<file path="src/rtl/shift_in_cntr_if.sv">
// Sample/word handshake bundle for the counted shift-in deserializer.
// The slave side is the deserializer; the master side feeds samples and consumes words.
interface shift_in_cntr_if #(
    parameter int SIZE    = 8,
    parameter int IN_SIZE = 1
);
    logic               clr;
    logic               se;
    logic [IN_SIZE-1:0] din;
    logic [SIZE-1:0]    dout;
    logic               dout_valid;
    logic               dout_ready;
    logic               lst_cycle;
    logic               busy;
    logic               overrun;

    modport master (
        output clr, se, din, dout_ready,
        input  dout, dout_valid, lst_cycle, busy, overrun
    );

    modport slave (
        input  clr, se, din, dout_ready,
        output dout, dout_valid, lst_cycle, busy, overrun
    );
endinterface

</file>
<file path="src/rtl/shift_in_cntr.sv">
// Counted serial-to-parallel deserializer with a one-entry valid/ready output buffer.
// Define SHIFT_IN_CNTR_LSB_FIRST_EN to assemble words LSB-first instead of MSB-first.
module shift_in_cntr #(
    parameter int SIZE    = 8,
    parameter int IN_SIZE = 1
) (
    input  logic           clk,
    input  logic           rst_n,
    shift_in_cntr_if.slave bus
);
    localparam int CW = $clog2(SIZE) + 1;
    localparam logic [CW-1:0] CNT_WORD = CW'(SIZE);
    localparam logic [CW-1:0] CNT_LANE = CW'(IN_SIZE);

    typedef enum logic {
        S_SHIFT,
        S_FULL
    } state_t;

    state_t          state, state_nxt;
    logic [SIZE-1:0] shreg, shreg_nxt;
    logic [SIZE-1:0] shifted;
    logic [SIZE-1:0] dout_q, dout_nxt;
    logic [CW-1:0]   cnt, cnt_nxt;
    logic            dout_valid_q, dout_valid_nxt;
    logic            overrun_q, overrun_nxt;
    logic            full;
    logic            buf_free;

    assign full     = (state == S_FULL);
    assign buf_free = !dout_valid_q || bus.dout_ready;

`ifdef SHIFT_IN_CNTR_LSB_FIRST_EN
    assign shifted = {bus.din, shreg[SIZE-1:IN_SIZE]};
`else
    assign shifted = {shreg[SIZE-IN_SIZE-1:0], bus.din};
`endif

    // A consume retires dout unless a new word lands on the same edge, which then overrides it.
    always_comb begin
        state_nxt      = state;
        shreg_nxt      = shreg;
        cnt_nxt        = cnt;
        dout_nxt       = dout_q;
        dout_valid_nxt = dout_valid_q;
        overrun_nxt    = overrun_q;

        if (dout_valid_q && bus.dout_ready) begin
            dout_valid_nxt = 1'b0;
        end

        if (full) begin
            if (bus.se) begin
                overrun_nxt = 1'b1;
            end
            if (buf_free) begin
                dout_nxt       = shreg;
                dout_valid_nxt = 1'b1;
                cnt_nxt        = CNT_WORD;
                state_nxt      = S_SHIFT;
            end
        end else if (bus.se) begin
            shreg_nxt = shifted;
            cnt_nxt   = cnt - CNT_LANE;
            if (cnt == CNT_LANE) begin
                if (buf_free) begin
                    dout_nxt       = shifted;
                    dout_valid_nxt = 1'b1;
                    cnt_nxt        = CNT_WORD;
                end else begin
                    cnt_nxt   = '0;
                    state_nxt = S_FULL;
                end
            end
        end
    end

    always_ff @(posedge clk or negedge rst_n) begin
        if (!rst_n) begin
            state        <= S_SHIFT;
            shreg        <= '0;
            cnt          <= CNT_WORD;
            dout_q       <= '0;
            dout_valid_q <= 1'b0;
            overrun_q    <= 1'b0;
        end else if (bus.clr) begin
            state        <= S_SHIFT;
            shreg        <= '0;
            cnt          <= CNT_WORD;
            dout_q       <= '0;
            dout_valid_q <= 1'b0;
            overrun_q    <= 1'b0;
        end else begin
            state        <= state_nxt;
            shreg        <= shreg_nxt;
            cnt          <= cnt_nxt;
            dout_q       <= dout_nxt;
            dout_valid_q <= dout_valid_nxt;
            overrun_q    <= overrun_nxt;
        end
    end

    assign bus.dout       = dout_q;
    assign bus.dout_valid = dout_valid_q;
    assign bus.overrun    = overrun_q;
    assign bus.lst_cycle  = (cnt == CNT_LANE) && !full;
    assign bus.busy       = (cnt != CNT_WORD) || full;
endmodule

</file>
<file path="src/flat_wrapper.sv">
// flat-port wrapper written by rule: the top's interface ports become plain ports
module shift_in_cntr_flat 
#(
    parameter int SIZE    = 8,
    parameter int IN_SIZE = 1
)
  (clk, rst_n, bus_clr, bus_se, bus_din, bus_dout_ready, bus_dout, bus_dout_valid, bus_lst_cycle, bus_busy, bus_overrun);
  shift_in_cntr_if #(.SIZE(SIZE), .IN_SIZE(IN_SIZE)) bus_i ();
  input  logic clk;
  input  logic rst_n;
  input wire logic [$bits(bus_i.clr)-1:0] bus_clr;
  input wire logic [$bits(bus_i.se)-1:0] bus_se;
  input wire logic [$bits(bus_i.din)-1:0] bus_din;
  input wire logic [$bits(bus_i.dout_ready)-1:0] bus_dout_ready;
  output wire logic [$bits(bus_i.dout)-1:0] bus_dout;
  output wire logic [$bits(bus_i.dout_valid)-1:0] bus_dout_valid;
  output wire logic [$bits(bus_i.lst_cycle)-1:0] bus_lst_cycle;
  output wire logic [$bits(bus_i.busy)-1:0] bus_busy;
  output wire logic [$bits(bus_i.overrun)-1:0] bus_overrun;
  assign bus_i.clr = bus_clr;
  assign bus_i.se = bus_se;
  assign bus_i.din = bus_din;
  assign bus_i.dout_ready = bus_dout_ready;
  assign bus_dout = bus_i.dout;
  assign bus_dout_valid = bus_i.dout_valid;
  assign bus_lst_cycle = bus_i.lst_cycle;
  assign bus_busy = bus_i.busy;
  assign bus_overrun = bus_i.overrun;
  shift_in_cntr #(.SIZE(SIZE), .IN_SIZE(IN_SIZE)) u_core (.clk(clk), .rst_n(rst_n), .bus(bus_i));
endmodule
</file>
<file path="config.mk">
export PLATFORM = sky130hd
export DESIGN_NAME = shift_in_cntr_flat
export DESIGN_NICKNAME = d
export VERILOG_FILES = /design/src/rtl/shift_in_cntr_if.sv /design/src/rtl/shift_in_cntr.sv /design/src/flat_wrapper.sv
export SDC_FILE = /design/constraint.sdc
export NUM_CORES = 1
export LEC_CHECK = 0
export ABC_AREA = 1
export CAP_MARGIN = 20
export CORE_MARGIN = 2
export CORE_UTILIZATION = 40
export CTS_CLUSTER_DIAMETER = 120
export DETAILED_ROUTE_END_ITERATION = 8
export GPL_TIMING_DRIVEN = 1
export MAX_ROUTING_LAYER = met4
export PLACE_DENSITY_LB_ADDON = 0.2
export SLEW_MARGIN = 20
export SYNTH_ARGS = -nofsm -noshare
export SYNTH_HDL_FRONTEND = slang
export SYNTH_SLANG_ARGS = --single-unit
</file>
<file path="constraint.sdc">
create_clock -name clk -period 3.61 [get_ports clk]
set_input_delay 0.722 -clock clk [delete_from_list [all_inputs] [get_ports clk]]
set_output_delay 0.722 -clock clk [all_outputs]
set_load 0.02 [all_outputs]
</file>
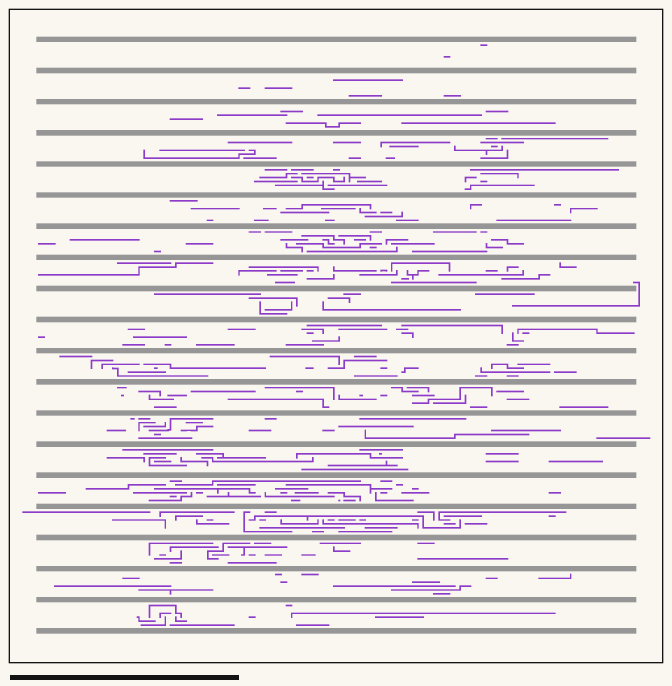
Fig. 1. Signal wires on met1 (run 1).
Bar = 20 µm. Supply wires on this layer in gray.
The longest straight run is 23.0 µm. The layer holds 49% of the routed length. The layer carries 1120 µm of wire. The wires run mostly horizontal. 154 nets have wire on it.

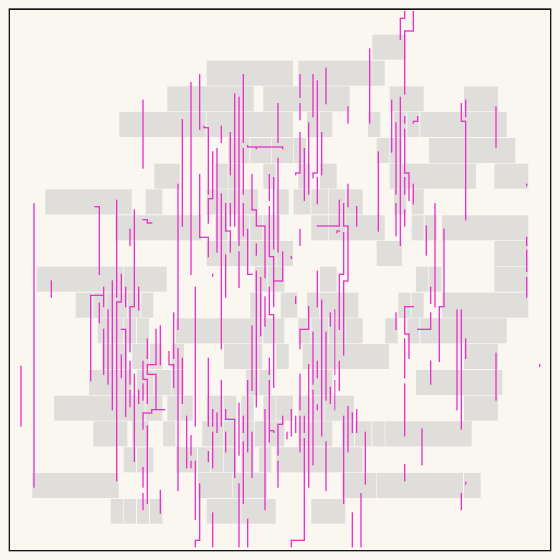
Fig. 2. Met2 routing (run 1).
The wires run mostly vertical. The layer holds 47% of the routed length. 123 nets have wire on it.

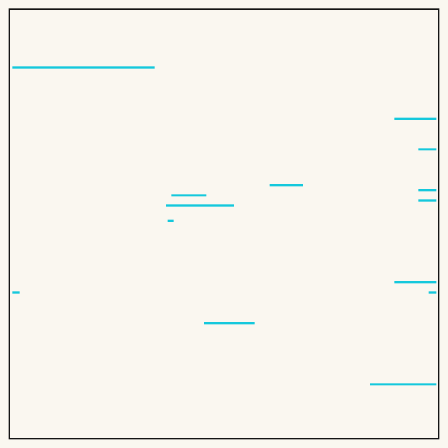
Fig. 3. M3 wires (run 1).
The layer holds 3.1% of the routed length. The layer carries 69.2 µm of wire. The wires run mostly horizontal. 12 nets have wire on it.
total wire length: 2.26 mm
M3 GR Usage: 4.31%
count of vias placed by the detailed router: 935

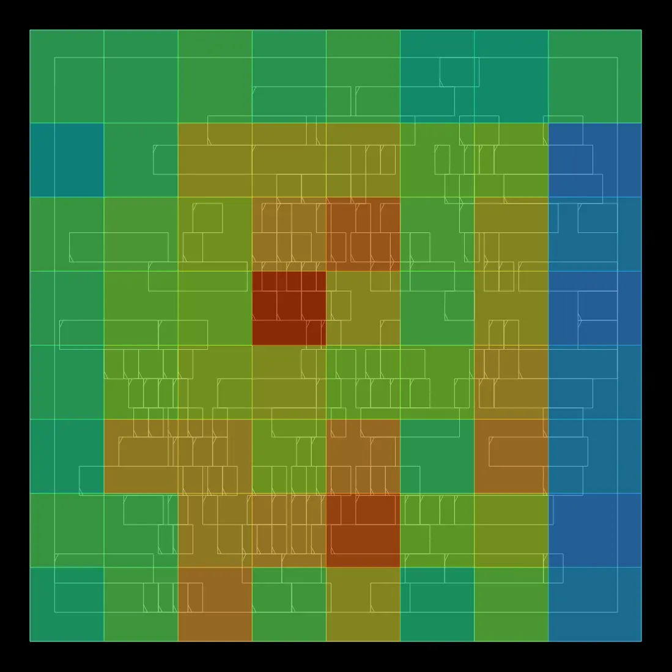
Fig. 4. Routing congestion (run 1).
layer carrying the most global-route usage: met2
global router's overall resource usage: 16.4%
GR Layer Usage met2: 24.6%

## run 1: worst paths after layout
kind / from / to / slack (ps) / cells after the start
worst min-delay path: rst_n / u_core.bus.dout_valid / 350 / 1
max in group asynchronous: rst_n / u_core.cnt[3] / 2880 / 1
worst max register to register: u_core.full / u_core.bus.dout[6] / 1750 / 7
worst max-delay path: u_core.cnt[1] / bus_lst_cycle / 960 / 5
worst min register to register: u_core.bus.dout[4] / u_core.bus.dout[4] / 490 / 2
min in group clk: u_core.bus.dout[4] / u_core.bus.dout[4] / 490 / 2
## run 1: worst reg2reg max path: cells and delay by family, from the launching register on
kind / cells / cell delay (ps)
simple gates: 6 / 1250
flops: 1 / 470
buf+inv: 1 / 90
==> flow_results.org, run 1 <==
* Flow results

** Final layout
- For this run, combinational gates with multiple inputs come to roughly 90.
- Per the layout report, the design carries 17 non-clock buffers.
- Flip-flop and latch share of the layout cell area :: approximately 43%
- According to the finish report, the design has a final net count of ~170.
- Area-dominant cell class after layout :: flip-flops and latches
- Highest-count logic cell in the final layout :: sky130_fd_sc_hd__nand2_1

** GRT
- Largest net degree at the start of global routing :: 24

** Logic synthesis
- Top-count cell post-synth :: sky130_fd_sc_hd__nand2_1
- Cell taking the most area after synthesis :: sky130_fd_sc_hd__dfrtp_1
- The main area contributors are sky130_fd_sc_hd__dfrtp_1, sky130_fd_sc_hd__nand2_1, sky130_fd_sc_hd__nand3_1.
- The cell-mix breakdown from Yosys lists the simple-gate area share as 26.0%.
- Net count after synthesis :: 146
- For reference, the top logic cell family by area is simple AND/OR/NAND/NOR gates.
- Sequential cells were found to cover between 50% and 60% of the synthesized design area.

** Clocking
- Clock-pin slew on the worst setup and hold paths :: 130 ps
- Maximum clock path buffer count :: 2

** Detailed routing
- DRC violation count after routing :: 0

** Final timing
- Worst-Margin Slew :: roughly 860 ps
- On the final layout, the worst hold slack is approximately 350 ps.
- The final report lists the setup-violating endpoint count as 0.

** Critical path
- Type of origin of the critical path :: flip-flop

** Run status
- Run status :: finished, final reports clean

** Power
- The internal power of the cells totals 0.387 mW.
Fig. 5: run 1, placed cells, one color a class
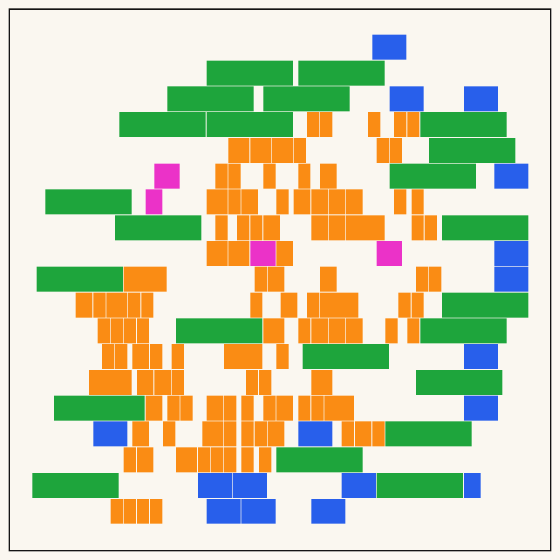

==> run 2, diff against run 1 <==
- clock period: 3.61 -> 2.5 ns (I/O delays scaled with it)
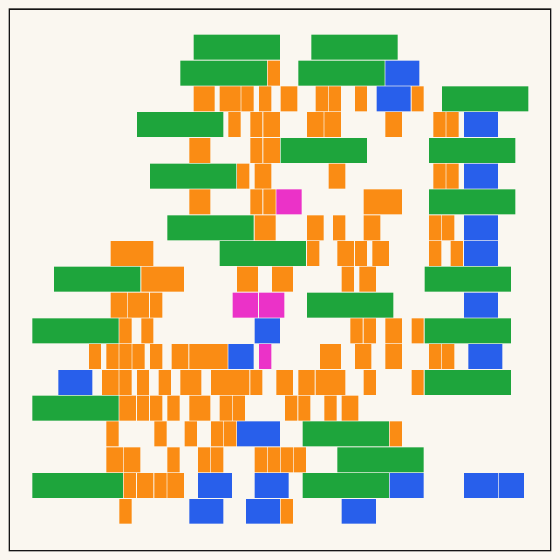
Fig. 6. Placed cells, one color a class (run 2).
Key: blue = other buffers and delay cells [cells 20]; magenta = clock drivers and dummy loads [cells 4]; green = flops [cells 23]; orange = all other logic [cells 113]
Final Cell Area: 1370 µm²
placeable core region: 2710 µm²

==> run 2 against run 1 <==
Compared with the run above:
- clock power is 38% higher
- sequential cell count stayed put
- die size stayed put
- routed wire length is 4.0% lower
- sequential share of layout area is 0.91 points lower
==> flow_results.org, run 2 <==
* Flow results

** Run status
- Run status :: finished, final reports clean

** Critical path
- The largest single stage delay on the critical path is 600 ps.
- Worst Reg-to-Reg Cells :: 8 (+1)
- According to the timing report, the critical path is launched from u_core.cnt[0].
- In this run the critical register-to-register path is launched from u_core.full.
- The worst setup path is launched from a flip-flop.
- Logic depth of the worst setup path including buffers :: 4 (-1)
- Number of buffer and inverter stages on the critical path :: 2

** Final timing
- The max-slew check reports its worst relative slack as 77.3%.
- Setup WS post-layout :: roughly 260 ps
- Count of final hold-check violations :: 0
- Final setup violation count :: 0 (unchanged)
- Worst-Margin Slew :: 340 ps (-522 ps)
- Worst hold slack after final layout :: 481 ps (+128 ps)

** Detailed routing
- DRC violation count after routing :: 0 (unchanged)
- Antenna Violating Nets Remaining :: 0
- The detailed-route via count is 920 (-1.6%).
- The iteration count recorded for the first detailed-route pass is 4.

** Logic synthesis
- The sequential fraction of the synthesis area is 51.4% (unchanged).
- Combinational family with the most area after synthesis :: simple AND/OR/NAND/NOR gates
- Ranking of synthesized cells by area :: sky130_fd_sc_hd__dfrtp_1, sky130_fd_sc_hd__nand2_1, sky130_fd_sc_hd__nand3_1
- Top-count cell post-synth :: sky130_fd_sc_hd__nand2_1
- The synth_stat.txt file lists the number of cells as 138.
- The simple-gate share of the synthesized area came to 26.0% (unchanged).
- Sorting the Yosys area breakdown by cell type puts at the top sky130_fd_sc_hd__dfrtp_1.
- Net count after synthesis :: 146 (unchanged)

** GRT
- Via count of the first global-routing pass :: just under 900
- The total global routing track utilization came to 15.6% (-0.85 points).
- Looking at the global route congestion table, the highest-usage layer is met2.
- GR Layer Usage met2 :: 24.0% (-0.66 points)
- The pin count of the biggest net entering global routing was 24 (unchanged).
- M3 GR Usage :: 2.95% (-1.4 points)

** Clocking
- Clock-pin slew on the worst setup and hold paths :: 120 ps (about the same)
- The maximum number of buffers from clock root to sink was 2 (unchanged).
- TritonCTS clock tree :: done
- The root buffer cell chosen for the clock tree is sky130_fd_sc_hd__clkbuf_4.

** Power
- The leakage component of the power was reported as just under 0.7 nW.

** Place
- Detailed placement HPWL :: 1.67 mm

** Worst hold path
- Number of cells on the worst hold path :: 2
- The launch point of the worst min-delay path is recorded as u_core.bus.dout[3].

** Final layout
- Highest-count logic cell in the final layout :: sky130_fd_sc_hd__nand2_1
- Dominant logic cell types in the final layout :: sky130_fd_sc_hd__nand2_1, sky130_fd_sc_hd__dfrtp_1, sky130_fd_sc_hd__inv_1, sky130_fd_sc_hd__clkdlybuf4s50_1, sky130_fd_sc_hd__nand3_1
- Post-layout net count :: 169 (+1.8%)
- After the flow finishes, the layout carries non-filler instances totaling 191.

** Die
- Area of the die :: around 3200 µm²

** Flow run
- Max Cap Viol :: 0
-- run 2: cell counts after synthesis --
Identical to the previous run, type by type.
-- run 2: cell type report --
class,instances,area [µm²]
Clock buffer,4,26.3
Multi-Input combinational cell,92,452
Tap cell,31,38.8
Fill cell,291,1340
Timing Repair Buffer,20,195
Inverter,21,78.8
Sequential cell,23,577
-- run 2: report_power, final --
part	internal [mW]	switching [mW]
clock	0.0621	0.104
combinational	0.0984	0.139
sequential	0.404	0.0279
total	0.564	0.271
-- run 2: path summary, 6_finish.rpt --
check / endpoint / slack, ps
max in group asynchronous: u_core.cnt[3] / 1690
min in group asynchronous: u_core.bus.overrun / 530
min reg2reg: u_core.bus.dout[3] / 480
max: bus_busy / 260
min: u_core.bus.dout[3] / 480
max reg2reg: u_core.bus.dout[5] / 1080
==> run 3, diff against run 2 <==
- TNS_END_PERCENT: default -> 30
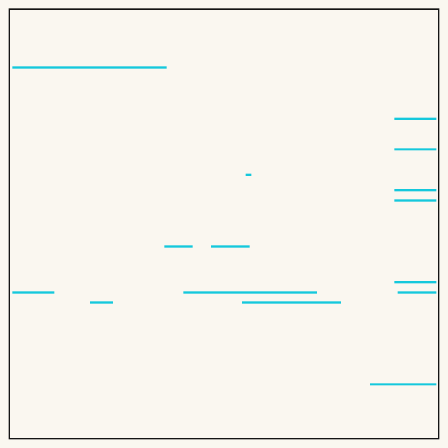
Fig. 7. M3 wires (run 3).
The layer carries 107 µm of wire. The layer holds 4.9% of the routed length. The longest straight run is 20.2 µm.

==> run 3 against run 2 <==
Compared with the run above:
- maximum frequency is the same
- utilization is the same
- synthesized cell count is the same
- non-clock buffer count is the same
- sequential cell count is the same
- largest cell class unchanged
- worst hold slack is the same
==> flow_results.org, run 3 <==
* Flow results

** Run status
- The flow ran to the end, and the final reports show no timing, DRC or antenna violations.

** Clocking
- TritonCTS built the clock tree.
- Clock-pin slew on the worst setup and hold paths :: 120 ps (about the same)

** Final timing
- Setup WS post-layout :: 255 ps (unchanged)
- The transition at the pin with the smallest max-transition slack was 340 ps (unchanged).
- The relative max-transition margin was 77.3% (unchanged).

** Final layout
- Dominant logic cell types in the final layout :: sky130_fd_sc_hd__nand2_1, sky130_fd_sc_hd__dfrtp_1, sky130_fd_sc_hd__inv_1, sky130_fd_sc_hd__clkdlybuf4s50_1, sky130_fd_sc_hd__nand3_1
- Final Cell Area :: 1370 µm² (unchanged)
- Highest-count logic cell in the final layout :: sky130_fd_sc_hd__nand2_1
- The combined area of the multi-input logic cells came to 452 µm² (unchanged).
- # fillers :: 291 (unchanged)

** Power
- The switching power came to 0.271 mW (unchanged).
- Power in sequential cells :: 0.432 mW (about the same)
- The part of the total power dissipated in sequential elements is 51.7% (about the same).
- The switching share of total power was 32.4% (unchanged).
- The largest share of the power goes to sequential cells.
- The power in the clock group came to 0.166 mW (about the same).
- Logic power comb :: 0.238 mW (about the same)
- The combinational fraction of design power is 28.4% (about the same).

** GRT
- Global router's overall resource usage :: 15.6% (unchanged)
- Largest net degree at the start of global routing :: 24 (unchanged)
- Layer carrying the most global-route usage :: met2

** Detailed routing
- Number of iterations in the first detailed-routing pass :: 4 (unchanged)
- Count of vias placed by the detailed router :: 920 (unchanged)
- The count of nets left with antenna violations after detail routing was 0 (unchanged).
- The number of DRC violations after detailed routing is 0 (unchanged).

** Critical path
- Worst setup path startpoint :: u_core.cnt[0]
- Worst reg2reg startpoint :: u_core.full
- Flop2flop setup slack :: 1080 ps (about the same)

** Die
- The floorplan core area came to 2710 µm² (unchanged).
- The die outline area was 3250 µm² (unchanged).

** Worst hold path
- The number of cells traversed by the worst hold path is 2 (unchanged).

** Logic synthesis
- Simple logic cell fraction of the synthesized area :: 26.0% (unchanged)
- In the post-synthesis netlist, the biggest area contributors are sky130_fd_sc_hd__dfrtp_1, sky130_fd_sc_hd__nand2_1, sky130_fd_sc_hd__nand3_1.
- The biggest area contributor in the post-synthesis netlist is sky130_fd_sc_hd__dfrtp_1.
- Top-count cell post-synth :: sky130_fd_sc_hd__nand2_1
- The count of instantiated cells in the yosys netlist was 138 (unchanged).

** Place
- Detailed placement HPWL :: 1.67 mm (unchanged)
[run 3: cell counts in the layout (fill, tap and decap cells not counted)]
Identical to the previous run, type by type.
[run 3: worst max-delay path by stage]
stage | depth (start not counted) | endpoint
finish | 4 | bus_busy
global route | 4 | bus_busy
CTS | 5 | bus_lst_cycle
detailed placement | 5 | bus_lst_cycle
global placement | 5 | bus_lst_cycle
floorplan | 4 | bus_lst_cycle
[run 3: final cells by class]
cell class	count	area share (%)
clock buffer	4	1.92
tap	31	2.84
sequential	23	42.2
timing repair buffer	20	14.3
multi-input combinational	92	33.0
inverter	21	5.76
[run 3: worst reg2reg max path, delay by kind of cell (launching register included)]
| family | cells | cell delay (ps) |
|---|---|---|
| simple gates | 6 | 520 |
| buf+inv | 2 | 320 |
| flops | 1 | 480 |
Power and IR drop assume default switching activity.
